`config.mk`:
```
export PLATFORM = sky130hd
export DESIGN_NAME = regfile_seq
export DESIGN_NICKNAME = d
export VERILOG_FILES = /design/src/rtl/regfile_seq_pkg.sv /design/src/rtl/regfile_seq_instr_dec.sv /design/src/rtl/regfile_seq.sv
export SDC_FILE = /design/constraint.sdc
export NUM_CORES = 1
export LEC_CHECK = 0
export CORE_MARGIN = 5
export CORE_UTILIZATION = 30
export DETAILED_ROUTE_END_ITERATION = 6
export MAX_ROUTING_LAYER = met4
export SYNTH_ARGS = -nofsm -noshare
export SYNTH_HDL_FRONTEND = slang
export SYNTH_HIERARCHICAL = 1
export SYNTH_SLANG_ARGS = --single-unit
```
`constraint.sdc`:
```
create_clock -name clk -period 1.9 [get_ports clk]
set_input_delay 0.19 -clock clk [delete_from_list [all_inputs] [get_ports clk]]
set_output_delay 0.19 -clock clk [all_outputs]
set_load 0.005 [all_outputs]
```
`src/rtl/regfile_seq_pkg.sv`:
```
// Shared encodings for the register-file sequencer: state codes, opcode/op fields
// and writeback-source selects.
package regfile_seq_pkg;

   typedef enum logic [2:0] {
      S_WAIT   = 3'd0,
      S_DECODE = 3'd1,
      S_GETA   = 3'd2,
      S_GETB   = 3'd3,
      S_EXEC   = 3'd4,
      S_WBACK  = 3'd5,
      S_WIMM   = 3'd6
   } state_t;

   localparam logic [2:0] OPC_MOV = 3'b110;
   localparam logic [2:0] OPC_ALU = 3'b101;

   // MOV-class op values share the field with the ALU-class op values.
   localparam logic [1:0] OP_MOVR = 2'b00;
   localparam logic [1:0] OP_MOVI = 2'b10;
   localparam logic [1:0] OP_ADD  = 2'b00;
   localparam logic [1:0] OP_CMP  = 2'b01;
   localparam logic [1:0] OP_AND  = 2'b10;
   localparam logic [1:0] OP_MVN  = 2'b11;

   localparam logic [1:0] VSEL_C   = 2'b00;
   localparam logic [1:0] VSEL_IMM = 2'b10;

endpackage

```
`src/rtl/regfile_seq_instr_dec.sv`:
```
// Combinational instruction decode: field extraction, immediate sign extension and
// instruction-class flags used by the sequencer.
module regfile_seq_instr_dec
   import regfile_seq_pkg::*;
(
   input  logic [15:0] ir,
   output logic [2:0]  rn,
   output logic [2:0]  rd,
   output logic [2:0]  rm,
   output logic [1:0]  op,
   output logic [1:0]  sh,
   output logic [15:0] sximm8,
   output logic [15:0] sximm5,
   output logic        is_movi,
   output logic        is_movr,
   output logic        is_alu2,
   output logic        is_cmp,
   output logic        is_mvn,
   output logic        illegal
);

   logic [2:0] opcode;

   assign opcode = ir[15:13];
   assign op     = ir[12:11];
   assign rn     = ir[10:8];
   assign rd     = ir[7:5];
   assign sh     = ir[4:3];
   assign rm     = ir[2:0];

   assign sximm8 = {{8{ir[7]}}, ir[7:0]};
   assign sximm5 = {{11{ir[4]}}, ir[4:0]};

   assign is_movi = (opcode == OPC_MOV) && (op == OP_MOVI);
   assign is_movr = (opcode == OPC_MOV) && (op == OP_MOVR);
   // ADD and AND both read two operands and write Rd, so they share a class.
   assign is_alu2 = (opcode == OPC_ALU) && ((op == OP_ADD) || (op == OP_AND));
   assign is_cmp  = (opcode == OPC_ALU) && (op == OP_CMP);
   assign is_mvn  = (opcode == OPC_ALU) && (op == OP_MVN);
   assign illegal = !(is_movi || is_movr || is_alu2 || is_cmp || is_mvn);

endmodule

```
`src/rtl/regfile_seq.sv`:
```
// Multi-cycle controller for the 8x16 register file and ALU/shifter datapath:
// holds the instruction register and sequences read, execute and writeback strobes.
module regfile_seq
   import regfile_seq_pkg::*;
(
   input  logic        clk,
   input  logic        reset_n,
   input  logic [15:0] in,
   input  logic        load,
   input  logic        s,
   output logic        w,
   output logic        err,
   output logic [2:0]  readnum,
   output logic [2:0]  writenum,
   output logic        write,
   output logic        loada,
   output logic        loadb,
   output logic        loadc,
   output logic        loads,
   output logic        asel,
   output logic        bsel,
   output logic [1:0]  vsel,
   output logic [1:0]  shift,
   output logic [1:0]  ALUop,
   output logic [15:0] sximm8,
   output logic [15:0] sximm5
);

   state_t      state, state_nx;
   logic [15:0] ir;
   logic [2:0]  rn, rd, rm;
   logic [1:0]  op;
   logic        is_movi, is_movr, is_alu2, is_cmp, is_mvn, illegal;

   regfile_seq_instr_dec instr_dec (
      .ir      (ir),
      .rn      (rn),
      .rd      (rd),
      .rm      (rm),
      .op      (op),
      .sh      (shift),
      .sximm8  (sximm8),
      .sximm5  (sximm5),
      .is_movi (is_movi),
      .is_movr (is_movr),
      .is_alu2 (is_alu2),
      .is_cmp  (is_cmp),
      .is_mvn  (is_mvn),
      .illegal (illegal)
   );

   // IR captures on the same edge that enters DECODE, so DECODE sees the new word.
   always_ff @(posedge clk) begin
      // NOTE: non-blocking assignments keep every flop updating from pre-edge values.
      if (!reset_n) begin
         state <= S_WAIT;
         ir    <= '0;
      end else begin
         state <= state_nx;
         if ((state == S_WAIT) && load) ir <= in;
      end
   end

   always_comb begin
      // NOTE: every output gets a default first so no path through the case infers a latch.
      state_nx = state;
      w        = 1'b0;
      err      = 1'b0;
      readnum  = rm;
      writenum = rd;
      write    = 1'b0;
      loada    = 1'b0;
      loadb    = 1'b0;
      loadc    = 1'b0;
      loads    = 1'b0;
      asel     = 1'b0;
      bsel     = 1'b0;
      vsel     = VSEL_C;
      ALUop    = op;

      case (state)
         S_WAIT: begin
            w = 1'b1;
            if (s) state_nx = S_DECODE;
         end
         S_DECODE: begin
            if (illegal) begin
               err      = 1'b1;
               state_nx = S_WAIT;
            end else if (is_movi) begin
               state_nx = S_WIMM;
            end else if (is_alu2 || is_cmp) begin
               state_nx = S_GETA;
            end else begin
               state_nx = S_GETB;
            end
         end
         S_GETA: begin
            readnum  = rn;
            loada    = 1'b1;
            state_nx = S_GETB;
         end
         S_GETB: begin
            readnum  = rm;
            loadb    = 1'b1;
            state_nx = S_EXEC;
         end
         S_EXEC: begin
            // Single-operand ops zero the A input; MOVR then passes B through an add.
            asel = is_movr || is_mvn;
            if (is_movr) ALUop = OP_ADD;
            if (is_cmp) begin
               loads    = 1'b1;
               state_nx = S_WAIT;
            end else begin
               loadc    = 1'b1;
               state_nx = S_WBACK;
            end
         end
         S_WBACK: begin
            writenum = rd;
            write    = 1'b1;
            state_nx = S_WAIT;
         end
         S_WIMM: begin
            writenum = rn;
            vsel     = VSEL_IMM;
            write    = 1'b1;
            state_nx = S_WAIT;
         end
         default: state_nx = S_WAIT;
      endcase
   end

endmodule

```
Fig. 1: I/O nets highlighted
(4 px per um)
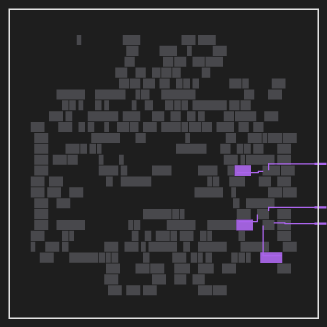
| port | colour | direction | end cells | buffers | wire |
|---|---|---|---|---|---|
| `writenum` | purple | output | 3 | 3 | 61.8 um |

Fig. 2: placement view
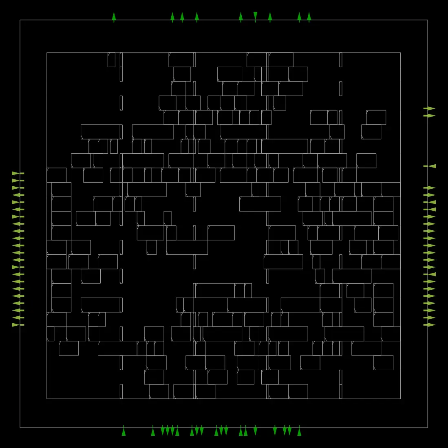
area inside the core boundary: 4350 sq um
register share of the cell area: 0.208
row count: 24
Filler cells: 453
number of well taps: 52

Fig. 3: cell sizes after repair
(6 px per um)
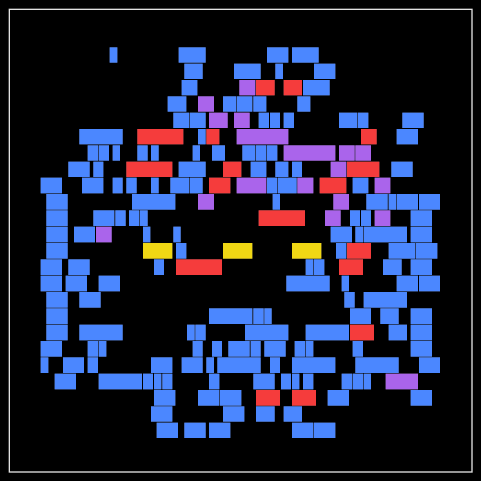
| size | colour | cells | most used |
|---|---|---|---|
| _0 and _1 cells | blue | 164 | clkdlybuf4s50_1 |
| _3 and _4 cells | purple | 18 | buf_4 |
| _6 and larger | yellow | 3 | clkbuf_8 |
| _2 cells | red | 17 | mux2_2 |
post-route setup slack: 0.0973 ns
Non-Clock Buffer Count: 83

==> qor.rpt <==
============================================================================================
H-tree levels                                                                              1
Adder share                                                                                0
Count of instantiated cells in the yosys netlist                                         171
Status                                                                             completed
Largest register FFs                                                                      16
Met3 track demand over resource                                                       0.0316
Layout non-clock buf frac                                                              0.424
Worst reg2reg path endpoint                                                     state[0]$_SDFFE_PN0P_
Synth mux share                                                                       0.0504
Power after layout                                                                    979 uW
Net switching power of the design                                                     244 uW
DRC violations left                                                                        0
Routed wl met3                                                                        249 um
Asr flop ratio synth                                                                       0
Cell-by-cell trace of the critical path                                         and4bb_1 > a21oi_2 > or4b_4 > or4_1 > a21oi_1
Antenna violations before repair                                                           0
Total number of multi-input combinational cells                                           92
Post-synthesis instance area                                                      1340 sq um
Init Core Util                                                                         0.308
Nets                                                                                     223
Maximum number of buffers from clock root to sink                                          2
Global-route wire length before repair                                               5110 um
Sequential cell area fraction in the yosys report                                      0.284
Switching fraction of total power                                                      0.249
Largest class                                                                        buffers
Leakage                                                                             0.832 nW
Worst R2R Start                                                                 ir[11]$_SDFFE_PN0P_
Setup crit end kind                                                                     flop
Area share of the largest cell type after synthesis                                    0.284
Endpoint, Worst Hold                                                            ir[13]$_SDFFE_PN0P_
Post-layout util                                                                       0.434
Cell Int Power                                                                        735 uW
Comb area leader                                                                buffers and inverters
Seq pwr                                                                               453 uW
Basic-gate share of the synthesized area counting and, or, nand and nor cells          0.243
Hold path startpoint                                                            ir[13]$_SDFFE_PN0P_
Sequential share of power                                                              0.462
CTS tree                                                                                done
Drt initial violations                                                                    42
Pin count of the biggest net entering global routing                                      34
Tot GR Track Use                                                                       0.104
Logic depth of the worst register-to-register path                                         5
Register-to-register setup slack                                                      0.1 ns
Cycle use final                                                                        0.949
Cts repair resizes                                                                        17
Hold WC Path Type                                                               flop to flop
Final routed wirelength across all metal layers                                      3020 um
Sink count of the clock tree                                                              19
Largest area contributor in the netlist                                              dfxtp_1
ANT cells                                                                                  0
Compound Share, Synth                                                                  0.103
Flop Count                                                                                19
Final-layout clock-cell area share                                                    0.0238
Estimated wirelength of the detail-placed design                                     2230 um
Signal arrival time at the worst endpoint                                            1.98 ns
Remaining antenna violation count after routing                                            0
Total count of max-transition violations in the final report                               0
Met1 layer wirelength in the final routing                                           1400 um
Met1 global-route usage                                                                0.131
CP Data Required Time                                                                2.08 ns
Top cells, area                                                                 dfxtp_1 28%, buf_4 27%, o21ai_0 7.1%
Via total after detailed routing                                                        1152
Number of synthesized flops with an enable pin                                             0
Via density per instance                                                                4.54
Critical path startpoint category                                                       flop
Routability cong.                                                                      0.828
Tool warning count                                                                        26
Termination of the worst setup path                                             state[0]$_SDFFE_PN0P_
Class of the most critical setup path                                           flop to flop
Inverter count of the layout excluding clock inverters                                     4
Register containing the most flip-flops in the final layout                               ir
Length of routed met2 wiring                                                         1330 um
Top power consumer group                                                        sequential cells
Fin cells                                                                                254
Congestion Overflow GR                                                                     0
Average instance area after synthesis                                             7.84 sq um
Clock buffers created by TritonCTS                                                         3
Area used by multi-input combinational logic                                       571 sq um
============================================================================================
Power figures rest on the tool's default switching activity, not on a simulated workload.
